`src/rtl/tpu_stream_host.sv`:
```
// ---------------------------------------------------------------------------
// tpu_stream_host
//   Host-side sequencer for the byte-wide tt_um_tpu pin interface.
//   Loads a DIM x DIM weight matrix (optional) and a DIM x DIM input matrix
//   from a valid/ready byte stream into the TPU. It then waits out the compute
//   latency and reads DIM*DIM results back byte-serially into a local buffer.
//   Finally it streams the results out row-major on a valid/ready port.
//
//   Handshake rule (both streams): a transfer happens on a rising clock edge
//   where valid and ready are both high. valid never depends on ready. Once
//   raised, res_valid and res_data stay stable until the transfer happens.
//
// Ports
//   clk, rst           clock (rising edge), asynchronous active-high reset
//   start, mode        job request (IDLE only); mode 1 reuses loaded weights
//   abort              synchronous return to IDLE, no done
//   a_data/a_valid/    element byte stream in
//   a_ready
//   tpu_ui             TPU ui_in  : element byte
//   tpu_uio            TPU uio_in : [0] load_en, [1] sel (1 = X), [2] out_req
//   tpu_uo             TPU uo_out : result bytes
//   res_data/res_valid result word stream out
//   /res_ready
//   busy, done, err    status: not idle / job finished / reuse without weights
//   fsm_state          current FSM state encoding, for observation
// ---------------------------------------------------------------------------
`timescale 1ns/1ps
module tpu_stream_host #(
    parameter int DIM         = 2,
    parameter int OUT_W       = 16,
    parameter int COMPUTE_LAT = 4,
    parameter int RD_LAT      = 1
) (
    input  logic             clk,
    input  logic             rst,
    input  logic             start,
    input  logic             mode,
    input  logic             abort,
    input  logic [7:0]       a_data,
    input  logic             a_valid,
    output logic             a_ready,
    output logic [7:0]       tpu_ui,
    output logic [7:0]       tpu_uio,
    input  logic [7:0]       tpu_uo,
    output logic [OUT_W-1:0] res_data,
    output logic             res_valid,
    input  logic             res_ready,
    output logic             busy,
    output logic             done,
    output logic             err,
    output logic [2:0]       fsm_state
);

    localparam int NE  = DIM * DIM;          // elements per matrix
    localparam int BPW = OUT_W / 8;          // bytes per result word
    localparam int NB  = NE * BPW;           // result bytes per job
    localparam int IW  = (NE  > 1) ? $clog2(NE)  : 1;
    localparam int LW  = (BPW > 1) ? $clog2(BPW) : 1;
    localparam int RW  = $clog2(NB + 1);     // request counter must reach NB
    localparam int WW  = (COMPUTE_LAT > 1) ? $clog2(COMPUTE_LAT) : 1;

    typedef enum logic [2:0] {
        S_IDLE   = 3'd0,
        S_LOAD_W = 3'd1,
        S_LOAD_X = 3'd2,
        S_WAIT   = 3'd3,
        S_READ   = 3'd4,
        S_EMIT   = 3'd5
    } state_t;

    state_t state;
    state_t state_nxt;

    logic [IW-1:0]    elem_cnt;              // load count, then emit index
    logic [WW-1:0]    wait_cnt;
    logic [RW-1:0]    req_cnt;
    logic [IW-1:0]    cap_word;
    logic [LW-1:0]    cap_lane;
    logic [RD_LAT-1:0] rd_pipe;              // bit RD_LAT-1 high: byte on tpu_uo now
    logic             wts_loaded;
    logic             load_q;
    logic             sel_q;

    logic [OUT_W-1:0] buf_mem [NE];

    logic accept;
    logic last_elem;
    logic wait_done;
    logic req_active;
    logic cap_en;
    logic cap_last;
    logic res_hs;
    logic err_set;
    logic done_set;

    assign accept     = a_valid & a_ready;
    assign last_elem  = (elem_cnt == IW'(NE - 1));
    assign wait_done  = (wait_cnt == WW'(COMPUTE_LAT - 1));
    assign req_active = (state == S_READ) && (req_cnt != RW'(NB));
    assign cap_en     = (state == S_READ) && rd_pipe[RD_LAT-1];
    assign cap_last   = cap_en && (cap_word == IW'(NE - 1)) && (cap_lane == LW'(BPW - 1));
    assign res_hs     = res_valid & res_ready;

    // -----------------------------------------------------------------------
    // FSM: state register
    // -----------------------------------------------------------------------
    always_ff @(posedge clk or posedge rst) begin
        if (rst) begin
            state <= S_IDLE;
        end else begin
            state <= state_nxt;
        end
    end

    // -----------------------------------------------------------------------
    // FSM: next state and state-decoded outputs
    // -----------------------------------------------------------------------
    always_comb begin
        state_nxt = state;
        err_set   = 1'b0;
        done_set  = 1'b0;
        a_ready   = 1'b0;
        res_valid = 1'b0;
        busy      = (state != S_IDLE);

        case (state)
            S_LOAD_W, S_LOAD_X: a_ready   = 1'b1;
            S_EMIT:             res_valid = 1'b1;
            default: ;
        endcase

        if (abort) begin
            // abort wins over start and over any completion this cycle
            state_nxt = S_IDLE;
        end else begin
            case (state)
                S_IDLE: begin
                    if (start) begin
                        if (!mode)           state_nxt = S_LOAD_W;
                        else if (wts_loaded) state_nxt = S_LOAD_X;
                        else                 err_set   = 1'b1;
                    end
                end
                S_LOAD_W: if (accept && last_elem) state_nxt = S_LOAD_X;
                S_LOAD_X: if (accept && last_elem) state_nxt = S_WAIT;
                S_WAIT:   if (wait_done)           state_nxt = S_READ;
                S_READ:   if (cap_last)            state_nxt = S_EMIT;
                S_EMIT: begin
                    if (res_hs && last_elem) begin
                        state_nxt = S_IDLE;
                        done_set  = 1'b1;
                    end
                end
                default: state_nxt = S_IDLE;
            endcase
        end
    end

    // -----------------------------------------------------------------------
    // Counters, TPU pin registers, status pulses
    // -----------------------------------------------------------------------
    always_ff @(posedge clk or posedge rst) begin
        if (rst) begin
            elem_cnt   <= '0;
            wait_cnt   <= '0;
            req_cnt    <= '0;
            cap_word   <= '0;
            cap_lane   <= '0;
            rd_pipe    <= '0;
            wts_loaded <= 1'b0;
            load_q     <= 1'b0;
            sel_q      <= 1'b0;
            tpu_ui     <= '0;
            done       <= 1'b0;
            err        <= 1'b0;
        end else begin
            done <= done_set;
            err  <= err_set;

            // Element byte goes to the pins the cycle after it is accepted;
            // tpu_ui keeps the last byte, sel is only asserted with load_en.
            load_q <= accept && !abort;
            sel_q  <= accept && !abort && (state == S_LOAD_X);
            if (accept && !abort) begin
                tpu_ui <= a_data;
            end

            // Read-latency tracker: one bit per outstanding request.
            rd_pipe[0] <= req_active && !abort;
            for (int i = 1; i < RD_LAT; i++) begin
                rd_pipe[i] <= rd_pipe[i-1] && !abort;
            end

            if (abort && (state == S_LOAD_W)) begin
                wts_loaded <= 1'b0;
            end else if ((state == S_LOAD_W) && accept && last_elem && !abort) begin
                wts_loaded <= 1'b1;
            end

            // Every state change starts the next phase with clean counters.
            if (state_nxt != state) begin
                elem_cnt <= '0;
                wait_cnt <= '0;
                req_cnt  <= '0;
                cap_word <= '0;
                cap_lane <= '0;
            end else begin
                case (state)
                    S_LOAD_W, S_LOAD_X: if (accept) elem_cnt <= elem_cnt + 1'b1;
                    S_WAIT:             wait_cnt <= wait_cnt + 1'b1;
                    S_READ: begin
                        if (req_active) req_cnt <= req_cnt + 1'b1;
                        if (cap_en) begin
                            if (cap_lane == LW'(BPW - 1)) begin
                                cap_lane <= '0;
                                cap_word <= cap_word + 1'b1;
                            end else begin
                                cap_lane <= cap_lane + 1'b1;
                            end
                        end
                    end
                    S_EMIT:  if (res_hs) elem_cnt <= elem_cnt + 1'b1;
                    default: ;
                endcase
            end
        end
    end

    // -----------------------------------------------------------------------
    // Result buffer: bytes arrive LSB first, lane by lane within a word.
    // Contents are not reset.
    // -----------------------------------------------------------------------
    always_ff @(posedge clk) begin
        if (cap_en) begin
            for (int l = 0; l < BPW; l++) begin
                if (cap_lane == LW'(l)) begin
                    buf_mem[cap_word][l*8 +: 8] <= tpu_uo;
                end
            end
        end
    end

    assign res_data  = (state == S_EMIT) ? buf_mem[elem_cnt] : '0;
    assign tpu_uio   = {5'b00000, req_active, sel_q, load_q};
    assign fsm_state = state;

endmodule

```
`config.mk`:
```
export PLATFORM = sky130hd
export DESIGN_NAME = tpu_stream_host
export DESIGN_NICKNAME = d
export VERILOG_FILES = /design/src/rtl/tpu_stream_host.sv
export SDC_FILE = /design/constraint.sdc
export NUM_CORES = 1
export LEC_CHECK = 0
export ABC_CLOCK_PERIOD_IN_PS = 2400
export CAP_MARGIN = 20
export CORE_MARGIN = 5
export CORE_UTILIZATION = 54
export CTS_CLUSTER_SIZE = 24
export DETAILED_ROUTE_END_ITERATION = 10
export GPL_TIMING_DRIVEN = 0
export PLACE_DENSITY_LB_ADDON = 0.3
export SYNTH_ARGS = -nofsm -noshare
export SYNTH_HDL_FRONTEND = slang
export SYNTH_SLANG_ARGS = --single-unit
```
`constraint.sdc`:
```
create_clock -name clk -period 2.4 [get_ports clk]
set_input_delay 0.48 -clock clk [delete_from_list [all_inputs] [get_ports clk]]
set_output_delay 0.48 -clock clk [all_outputs]
set_load 0.005 [all_outputs]
```
==> run_results.csv, run 1 <==
group,metric,value,unit
status,outcome,"complete, no violations",
worst_setup_path,reg2reg_depth,9,
worst_setup_path,required,1.92,ns
floorplan,fp_util,0.5451,
power_and_ir_drop,p_comb,1.13,mW
layout,final_cell_mix,"edfxtp_1 (64), clkdlybuf4s50_1 (39), buf_4 (28), dfrtp_1 (25), mux4_2 (16)",
layout,fill_cells,488,
power_and_ir_drop,cellPowerDensity,736.2,nW/µm²
synth,top_cell_area_share,0.4635,
routing,via_per_inst,5.657,
power_and_ir_drop,pwr-share-clk,0.242,
routing,postRouteAntennaNets,0,
final_timing,setup_viol,0,
final_timing,final.setup.worst_slack,0.02917,ns
final_timing,relSlewSlack,0.6321,
worst_setup_path,cp_top_family,"multiplexers",
power_and_ir_drop,power_leader,"registers",
layout,clock_area_frac,0.03269,
synth,syn_area_per_cell,15.59,µm²
floorplan,die_area,9531,µm²
synth,topCellsByArea,"edfxtp_1 (46%), dfrtp_1 (17%), mux4_2 (8.7%)",
worst_setup_path,path_depth,6,
floorplan,die_y,97.63,µm
layout,seq_area,2626,µm²
run,drv_cap,0,
routing,wl_met3,539,µm
layout,mi_logic_area,1425,µm²
floorplan,fp.dieW,97.63,µm
layout,sh_comb_area,0.2679,
synth,synthCells,266,
layout,utilization,0.6993,
layout,syn2layout_area_growth,28.30,%
floorplan,tap_cells,102,
placed_design,gp_congestion,0.8581,
global_route,grt_use_total,0.1826,
routing,route.detailed.drc,0,
layout,area_share_nonclk_buffers,0.1762,
synth,ys_area,4146,µm²
layout,top_regs,"buf_mem (64), tpu_ui (8), req_cnt (4)",
power_and_ir_drop,combPwrFrac,0.289,
power_and_ir_drop,internal_power,2.864,mW
synth,synth_stat.cells,266,
layout,top_register,"buf_mem",
synth,synth_cell_types,52,
final_timing,fin_tns_setup,0,ns
layout,clock_buffers,10,
layout,area_dominant_class,"sequential cells",
synth,ff_type,"edfxtp_1",
worst_setup_path,r2r_end,"elem_cnt[0]",
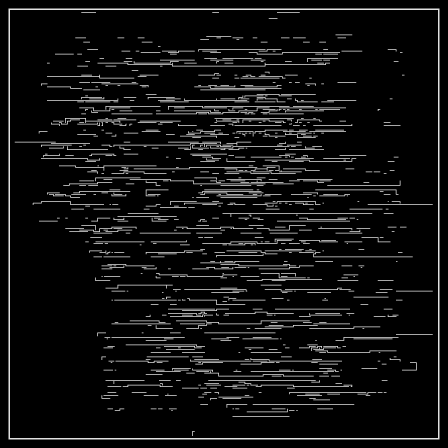
Run 1: M1 wires
longest straight run: 34.0 µm
nets with wire on the layer: 356

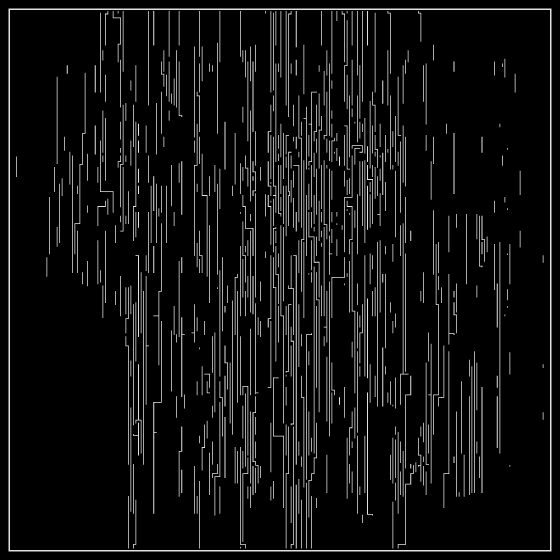
Run 1: met2 routing
main direction: vertical
longest straight run: 38.1 µm
final WL: 8.888 mm
DR vias: 2,642
met2 usage: 0.3042

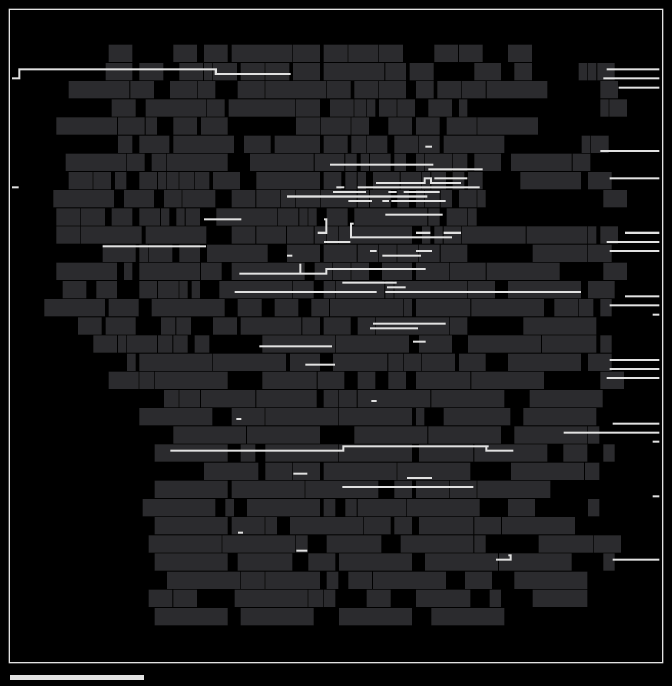
Run 1: the metal 3 layer
Bar = 20 µm. Cells faint in the background.
wire length on this layer: 540 µm
nets with wire on the layer: 51

==> run 2, diff against run 1 <==
--- a/config.mk
+++ b/config.mk
@@ -16,3 +16,4 @@
 export SYNTH_ARGS = -nofsm -noshare
 export SYNTH_HDL_FRONTEND = slang
 export SYNTH_SLANG_ARGS = --single-unit
+export TNS_END_PERCENT = 1
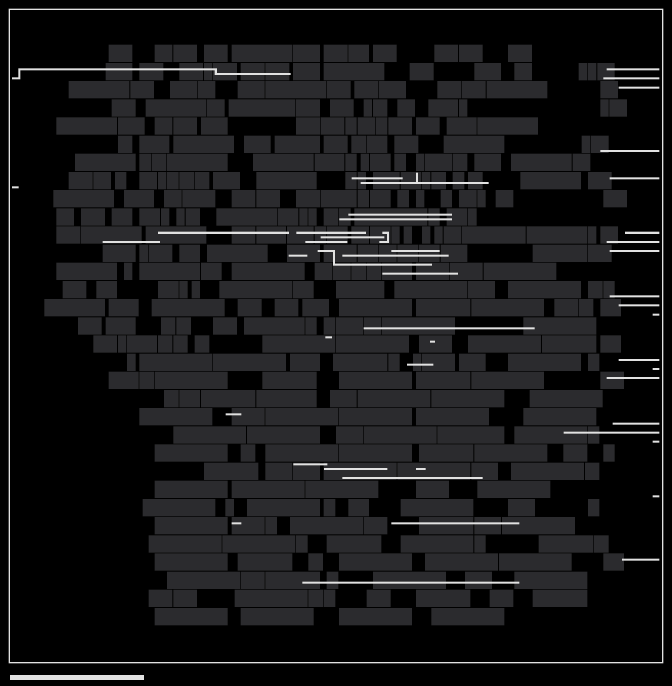
Run 2: the metal 3 layer
Bar = 20 µm. Cells faint in the background.
main direction: horizontal
longest straight run: 32.2 µm
wire length on this layer: 446 µm

==> run 2 against run 1 <==
The flow now finishes with violations (negative setup slack). Register-to-register slack got worse by 0.05 ns. Core utilization down 1.3 points. First-iteration DRC count up 12%. Non-clock buffer count is 9 lower. Sequential power about the same. Sequential cell count unchanged. Via count is 4.5% lower. Design area fell by 1.9%. Die size stayed put. Clock skew fell by 0.00092 ns. Critical path type unchanged. Largest cell class unchanged. Largest power group unchanged.
==> run_results.csv, run 2 <==
group,metric,value,unit
layout,fill_cells,513,
global_route,overflow,0,
worst_setup_path,path_depth,5,
final_timing,relSlewSlack,0.6290,
synth,seq_area_frac_synth,0.6325,
layout,seq_cells,92,
synth,ys_area,4146,µm²
layout,top_register,"buf_mem",
final_timing,final.setup.worst_slack,-0.04240,ns
layout,utilization,0.6862,
layout,final_cell_mix,"edfxtp_1 (64), clkdlybuf4s50_1 (38), dfrtp_1 (27), buf_4 (19), mux4_2 (16)",
synth,synth_cell_types,52,
worst_setup_path,reg2reg_depth,5,
placed_design,dp.cells,429,
floorplan,fp.dieW,97.63,µm
worst_setup_path,cp_top_family,"buffers and inverters",
layout,area_share_nonclk_buffers,0.1632,
floorplan,die_y,97.63,µm
layout,clock_buffers,10,
routing,route.detailed.drc,0,
floorplan,die_area,9531,µm²
worst_setup_path,max_stage_delay,0.49,ns
placed_design,gp_congestion,0.8581,
worst_setup_path,required,1.92,ns
layout,seq_area,2624,µm²
global_route,grt_use_total,0.1805,
routing,dr_total_vias,2524,
status,outcome,"finished with violations",
status,violations,"negative setup slack",
layout,area_dominant_class,"sequential cells",
power_and_ir_drop,p_leak,2.087,nW
layout,mi_logic_area,1413,µm²
power_and_ir_drop,p_switching,1.010,mW
global_route,use_met2,0.3031,
routing,wl_met3,446,µm
layout,nets,382,
synth,top_cell_area_share,0.4635,
routing,postRouteAntennaNets,0,
worst_setup_path,r2r_end,"buf_mem[0][8]",
power_and_ir_drop,internal_power,2.774,mW
synth,syn_area_per_cell,15.59,µm²
synth,synthCells,266,
final_timing,setup_viol,4,
clocking,path_clk_slew,0.09,ns
routing,wirelength,8.509,mm
power_and_ir_drop,power.total,3.784,mW
floorplan,fp_util,0.5451,
synth,ff_type,"edfxtp_1",
global_route,grt_pass1_vias,2565,
run,drv_cap,0,
power_and_ir_drop,cellPowerDensity,725.0,nW/µm²
worst_setup_path,crit_start,"elem_cnt[0]",
routing,via_per_inst,5.511,
worst_setup_path,critPathBufInv,3,
synth,synth_stat.cells,266,
layout,sh_comb_area,0.2706,
power_and_ir_drop,pwr-share-clk,0.248,
power_and_ir_drop,power_leader,"registers",
layout,clock_area_frac,0.03332,
floorplan,tap_cells,102,
final_timing,fin_tns_setup,-0.1013,ns
synth,topCellsByArea,"edfxtp_1 (46%), dfrtp_1 (17%), mux4_2 (8.7%)",
Power is estimated from default activity; no workload was simulated.
